`src/rtl/demux_1_8_reg.sv`:
```
`default_nettype none
// ============================================================================
//  Module   : demux_1_8_reg
//  Purpose  : Registered 1-to-LANES demultiplexer with valid/ready handshake.
//             One WIDTH-bit beat plus a lane select is accepted per cycle and
//             delivered, strictly in order, to exactly one consumer lane. A
//             2-entry head/skid buffer keeps in_ready a pure register output,
//             so per-lane backpressure never reaches the producer
//             combinationally.
//  Revision : 1.0  initial release
// ============================================================================
module demux_1_8_reg #(
    parameter int WIDTH = 64,   // payload width in bits
    parameter int LANES = 8     // number of output lanes, 2..8
) (
    input  logic              clk,
    input  logic              reset,
    input  logic              in_valid,
    output logic              in_ready,
    input  logic [2:0]        in_sel,
    input  logic [WIDTH-1:0]  in_data,
    output logic [LANES-1:0]  out_valid,
    input  logic [LANES-1:0]  out_ready,
    output logic [WIDTH-1:0]  out_data,
    output logic              sel_err
);

    // The select field is fixed at 3 bits regardless of LANES.
    localparam int SEL_W = 3;

    // Buffer occupancy: EMPTY = nothing held, ONE = head only,
    // TWO = head plus skid (producer stalled).
    typedef enum logic [1:0] {
        ST_EMPTY = 2'd0,
        ST_ONE   = 2'd1,
        ST_TWO   = 2'd2
    } state_t;

    state_t             r_state;
    state_t             w_state_nxt;

    // Head entry drives the outputs; skid entry catches the beat that
    // arrives while the head is stalled.
    logic [SEL_W-1:0]   r_hsel;
    logic [WIDTH-1:0]   r_hdata;
    logic [SEL_W-1:0]   r_ssel;
    logic [WIDTH-1:0]   r_sdata;

    logic               r_in_ready;
    logic               r_sel_err;

    logic               w_in_fire;
    logic               w_sel_legal;
    logic               w_accept;
    logic               w_illegal;
    logic               w_out_fire;
    logic               w_head_valid;
    logic [LANES-1:0]   w_lane_hit;

    logic               w_load_head_in;
    logic               w_load_head_skid;
    logic               w_load_skid;

    // ------------------------------------------------------------------
    // Handshake decode
    // ------------------------------------------------------------------
    assign w_in_fire    = in_valid & r_in_ready;
    assign w_head_valid = (r_state != ST_EMPTY);

    // With eight lanes every 3-bit select addresses a real lane, so the
    // range check collapses to a constant.
    generate
        if (LANES >= 8) begin : g_sel_all_legal
            assign w_sel_legal = 1'b1;
        end else begin : g_sel_range
            assign w_sel_legal = (in_sel < SEL_W'(LANES));
        end
    endgenerate

    // An illegal beat is still consumed (the producer sees it accepted)
    // but it never enters the buffer.
    assign w_accept  = w_in_fire &  w_sel_legal;
    assign w_illegal = w_in_fire & ~w_sel_legal;

    // One-hot lane decode of the head select.
    generate
        for (genvar k = 0; k < LANES; k++) begin : g_lane
            assign w_lane_hit[k] = (r_hsel == SEL_W'(k));
        end
    endgenerate

    assign out_valid  = w_head_valid ? w_lane_hit : '0;
    assign out_data   = r_hdata;
    // Only the addressed lane's ready matters; others are masked by the
    // one-hot out_valid.
    assign w_out_fire = |(out_valid & out_ready);

    assign in_ready   = r_in_ready;
    assign sel_err    = r_sel_err;

    // ------------------------------------------------------------------
    // Next-state and buffer-load decisions
    // ------------------------------------------------------------------
    // Occupancy transitions; load strobes default to idle.
    always_comb begin
        w_state_nxt      = r_state;
        w_load_head_in   = 1'b0;
        w_load_head_skid = 1'b0;
        w_load_skid      = 1'b0;
        case (r_state)
            ST_EMPTY: begin
                if (w_accept) begin
                    w_state_nxt    = ST_ONE;
                    w_load_head_in = 1'b1;
                end
            end
            ST_ONE: begin
                if (w_accept && w_out_fire) begin
                    // Head drains and refills on the same edge.
                    w_state_nxt    = ST_ONE;
                    w_load_head_in = 1'b1;
                end else if (w_accept) begin
                    // Head stalled: park the new beat in the skid entry.
                    w_state_nxt = ST_TWO;
                    w_load_skid = 1'b1;
                end else if (w_out_fire) begin
                    w_state_nxt = ST_EMPTY;
                end
            end
            ST_TWO: begin
                // in_ready is low here, so only the drain side can move.
                if (w_out_fire) begin
                    w_state_nxt      = ST_ONE;
                    w_load_head_skid = 1'b1;
                end
            end
            default: begin
                w_state_nxt = ST_EMPTY;
            end
        endcase
    end

    // ------------------------------------------------------------------
    // Registers
    // ------------------------------------------------------------------
    // State register; in_ready is derived from the next state so that it
    // is a flop output and never a function of out_ready in the same cycle.
    always_ff @(posedge clk or posedge reset) begin
        if (reset) begin
            r_state    <= ST_EMPTY;
            r_in_ready <= 1'b1;
        end else begin
            r_state    <= w_state_nxt;
            r_in_ready <= (w_state_nxt != ST_TWO);
        end
    end

    // Head entry: loads from the input or promotes the skid entry; held
    // otherwise so sel/data stay stable while the addressed lane stalls.
    always_ff @(posedge clk or posedge reset) begin
        if (reset) begin
            r_hsel  <= '0;
            r_hdata <= '0;
        end else if (w_load_head_in) begin
            r_hsel  <= in_sel;
            r_hdata <= in_data;
        end else if (w_load_head_skid) begin
            r_hsel  <= r_ssel;
            r_hdata <= r_sdata;
        end
    end

    // Skid entry: captures the beat accepted while the head is stalled.
    always_ff @(posedge clk or posedge reset) begin
        if (reset) begin
            r_ssel  <= '0;
            r_sdata <= '0;
        end else if (w_load_skid) begin
            r_ssel  <= in_sel;
            r_sdata <= in_data;
        end
    end

    // Sticky illegal-select flag, cleared only by reset.
    always_ff @(posedge clk or posedge reset) begin
        if (reset) begin
            r_sel_err <= 1'b0;
        end else if (w_illegal) begin
            r_sel_err <= 1'b1;
        end
    end

endmodule
`default_nettype wire

```
`config.mk`:
```
export PLATFORM = sky130hd
export DESIGN_NAME = demux_1_8_reg
export DESIGN_NICKNAME = d
export VERILOG_FILES = /design/src/rtl/demux_1_8_reg.sv
export SDC_FILE = /design/constraint.sdc
export NUM_CORES = 1
export LEC_CHECK = 0
export CAP_MARGIN = 5
export CORE_AREA = 2 2 160 100
export CTS_CLUSTER_DIAMETER = 80
export DETAILED_ROUTE_END_ITERATION = 10
export DIE_AREA = 0 0 162 102
export MAX_ROUTING_LAYER = met4
export PLACE_DENSITY_LB_ADDON = 0.25
export SKIP_CTS_REPAIR_TIMING = 1
export SYNTH_ARGS = -nofsm -noshare
export SYNTH_HDL_FRONTEND = slang
export SYNTH_SLANG_ARGS = --single-unit
```
`constraint.sdc`:
```
create_clock -name clk -period 6.4 [get_ports clk]
set_input_delay 1.28 -clock clk [delete_from_list [all_inputs] [get_ports clk]]
set_output_delay 1.28 -clock clk [all_outputs]
set_load 0.005 [all_outputs]
```
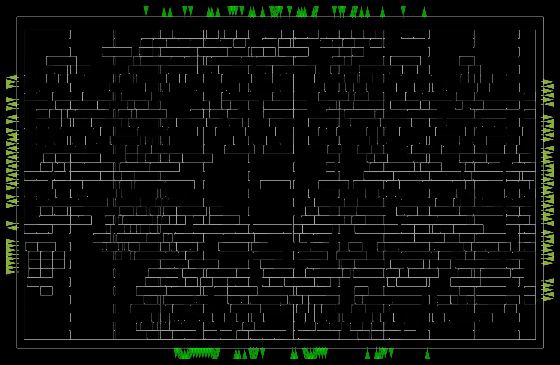
Figure 1: cell placement.
number of tap instances: 203
utilization after layout: 54.25%

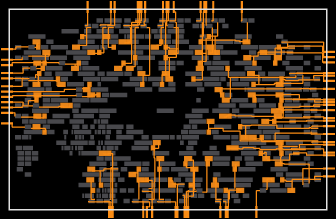
Figure 2: wires at chosen ports, followed through buffers.
color	port	bits	direction	end cells	buffers	wire
orange	`in_data`	64	input	128	64	2290 um

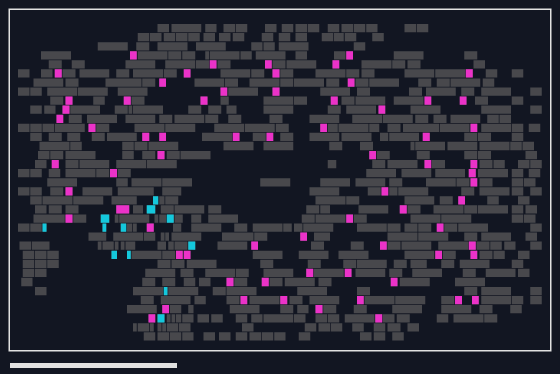
Figure 3: selected gate families.
Bar = 50 um.
color	family	cells
magenta	and/or cells	69
cyan	nand cells	12

==> results_slide.txt <==
Synthesis and Place & Route Summary

Status
  • Run status: finished, final reports clean

Worst hold path
  • Instance count along the most critical hold path: 1
  • Worst hold path startpoint: r_sdata[43]
  • Path class of the lowest-slack min-delay path: flip-flop to flip-flop
  • Hold EP: r_sdata[43]

Critical path
  • End of the worst register-to-register path: out_data[62]
  • Critical Path RT: 6.69 ns
  • Depth of the worst register-to-register path: 7
  • Crit Path Class: input port to flip-flop
  • Largest fanout on the critical path: roughly 40
  • Critical register-to-register path startpoint: r_hsel[0]
  • Crit path top cell by count: sky130_fd_sc_hd__buf_4
  • Ordered list of cells on the worst path: clkdlybuf4s50_1 > mux2i_1 > nand3_1 > a31oi_4 > buf_4 > a311oi_4 > buf_4 > o221a_2
  • Type of element capturing the critical path: flip-flop
  • Kind of launch point of the worst setup path: input port
  • Crit path launch: out_ready[5]
  • Max incr delay on CP: ~0.66 ns
  • Cell at the slowest stage of the critical path: sky130_fd_sc_hd__a31oi_4
  • Reg2Reg Setup Slack: 3.17 ns
  • Endpoint of the most critical setup path: out_data[62]
  • Data arrival at the endpoint of the critical path: 4.02 ns

Global route
  • Via count of the first global-routing pass: roughly 4300
  • Initial antenna violation count: 0
  • Residual overflow from global routing: 0
  • Pin count of the biggest net entering global routing: 78
  • Total track usage: 18.58%
  • Wire length of the first global-routing pass: between 20 and 25 mm

Synth
  • Async set-reset flop share out of synthesis: 100.0%
  • Syn. warnings: 0
  • Synth unique cells: 33
  • Primary flip-flop cell chosen by synthesis mapping: sky130_fd_sc_hd__dfrtp_1
  • Area share of the leading cell type in the synthesized netlist: between 50% and 60%
  • Count leader, synth: sky130_fd_sc_hd__dfrtp_1
  • Flops out of synthesis: about 140
  • Leading area contributor after synthesis: sky130_fd_sc_hd__dfrtp_1
  • Post-synthesis area per instance: 13.91 um^2
  • Number of cell instances after yosys synthesis: ~430
  • Number of flops mapped to enable cells by yosys: 0
  • Seq/Total Area, Yosys: roughly three fifths
  • Post-synthesis cell count: about 430
  • Most area-consuming cells after synthesis: sky130_fd_sc_hd__dfrtp_1 58%, sky130_fd_sc_hd__o221a_2 9.1%, sky130_fd_sc_hd__mux2_2 7.0%
  • Net count of the mapped netlist: roughly 500
  • Commonest cells in the synthesized netlist: 136 x sky130_fd_sc_hd__dfrtp_1, 66 x sky130_fd_sc_hd__or3_1, 48 x sky130_fd_sc_hd__o221a_2
  • Chip area from the yosys synthesis statistics: between 5000 and 6000 um^2
  • Mapped cell area: ~5900 um^2

Final timing
  • Setup TNS: 0 ns
  • Slew of the pin with the lowest slew margin: ~0.95 ns
  • Fin. max-slew vios: 0
  • Unrepaired setup endpoints after global routing: false
  • Slew margin rel.: 36.73%
  • Post-layout period usage: between 50% and 60%
  • Final setup fails: 0
  • Final number of hold-violating endpoints: 0
  • Final worst path period need: roughly 3.7 ns
  • Highest attainable clock frequency: between 200 and 300 MHz
  • Layout Skew: 0.01293 ns

Drt
  • Total wire length: ~15 mm
  • DRC Markers: 0
  • Remaining antenna violation count: 0
  • Detailed-route vias per instance: approximately 5.4
  • Pre-antenna DRT Iters: 4
  • Initial DRC count: about 250
  • Detailed-route via count: about 4200
  • Routed wire per std cell: approximately 19 um

Die
  • Width of the chip: ~160 um
  • # IOs: 152
  • Number of rows in the core area: 35
  • Floorplan Core Area: roughly 15000 um^2
  • Area enclosed by the die boundary: about 17000 um^2
  • Die height: slightly above 100 um
  • Initial Util: slightly below 40%

Power and ir drop
  • Sum of internal, switching and leakage power: roughly 4.5 mW
  • Reported leakage power: roughly 3.3 nW
  • P per Cell Area: between 500 and 600 nW/um^2
  • Worst VDD drop: 0.2768 mV

Final layout
  • Leading cell type in the layout, fill and taps excluded: sky130_fd_sc_hd__clkdlybuf4s50_1
  • Area added between synthesis and finish: 37.47%
  • Share of cells above drive strength 1: 23.13%
  • Inserted Diodes: 0
  • Final #Nets: about 640
  • Top Layout Cells: 150 x sky130_fd_sc_hd__clkdlybuf4s50_1, 136 x sky130_fd_sc_hd__dfrtp_1, 66 x sky130_fd_sc_hd__or3_1, 48 x sky130_fd_sc_hd__o221a_2, 37 x sky130_fd_sc_hd__mux2_2

CTS
  • Clock input transition at the sequential cells of the worst setup and hold paths: about 0.07 ns
  • Clock latency on the worst-skew pair: 0.42 ns
  • Clock Path Buffers: 2
  • Clk sinks: around 140
  • Number of buffers created by CTS: 17
  • Level count of the clock H-tree: 4
  • CTS Root Buffer Type: sky130_fd_sc_hd__clkbuf_16
  • TritonCTS clock tree: yes

Job
  • Tally of max-capacitance violations: 0
  • Stage-log warning count: 26

Placement
  • GPL Wtd Cong: between 0.7 and 0.8
  • Total of buffers placed on input and output ports: 150
  • Hpwl dp: ~9 mm
-- through the flow --
stage	worst slack [ns]	util, %	instance area, um^2	hold slack, ns	instances
6_report	2.671	54.25	8125	0.4890	778
5_1_grt	2.516	54.25	8125	0.4971	778
4_1_cts	2.696	54.25	8125	0.4910	778
3_5_place_dp	2.254	50.10	7503	0.4779	746
3_3_place_gp	2.339	50.10	7503	0.4686	746
2_1_floorplan	1.454	-	5911	0.4588	425
-- critical path: cells and delay by family --
kind	cells	cell delay, ns
buf+inv	3	1.20
compound gates	3	1.04
mux	1	0.25
simple gates	1	0.22
-- kinds of logic (layout without fill, tap and decap cells) --
kind of cell           after synthesis  count (layout)  share of synthesized area, %
other                                1               1                       0.06344
AND-OR/OR-AND                       76              76                         14.33
flip-flops                         137             137                         58.02
multiplexers                        72              72                         13.70
buffers and inverters               43             193                         4.213
AND/OR/NAND/NOR                     96              96                         9.674
-- flip-flops by register name, indices dropped and copies added (netlist names) --
name / count
r_state: 2
out_data: 64
in_ready: 1
r_hsel: 3
r_sdata: 64
r_ssel: 3
-- cell type report --
class	count	area [um^2]
repair buffers	157	1554
inverters	4	20.02
fillers	1213	6852
multi-input cells	245	2246
well taps	203	254.0
clock buffers	21	460.4
clock inverters	11	161.4
flip-flops and latches	137	3430
-- power by group --
part / total [mW] / internal (mW) / switching [mW] / leakage [nW]
Combinational: 1.84 / 1.12 / 0.724 / 1.33
Sequential: 1.62 / 1.33 / 0.292 / 1.63
Clock: 1.03 / 0.643 / 0.386 / 0.301
-- per-layer routing --
layer / global-route usage (%) / vias to the layer above / share of wire, %
li1: - / 1908 / -
met1: 25.59 / 2116 / 49
met2: 27.43 / 142 / 44
met3: 4.505 / 13 / 6.5
met4: 5.514 / 0 / 1.0
met5: - / - / 0
Power and IR drop assume default switching activity.
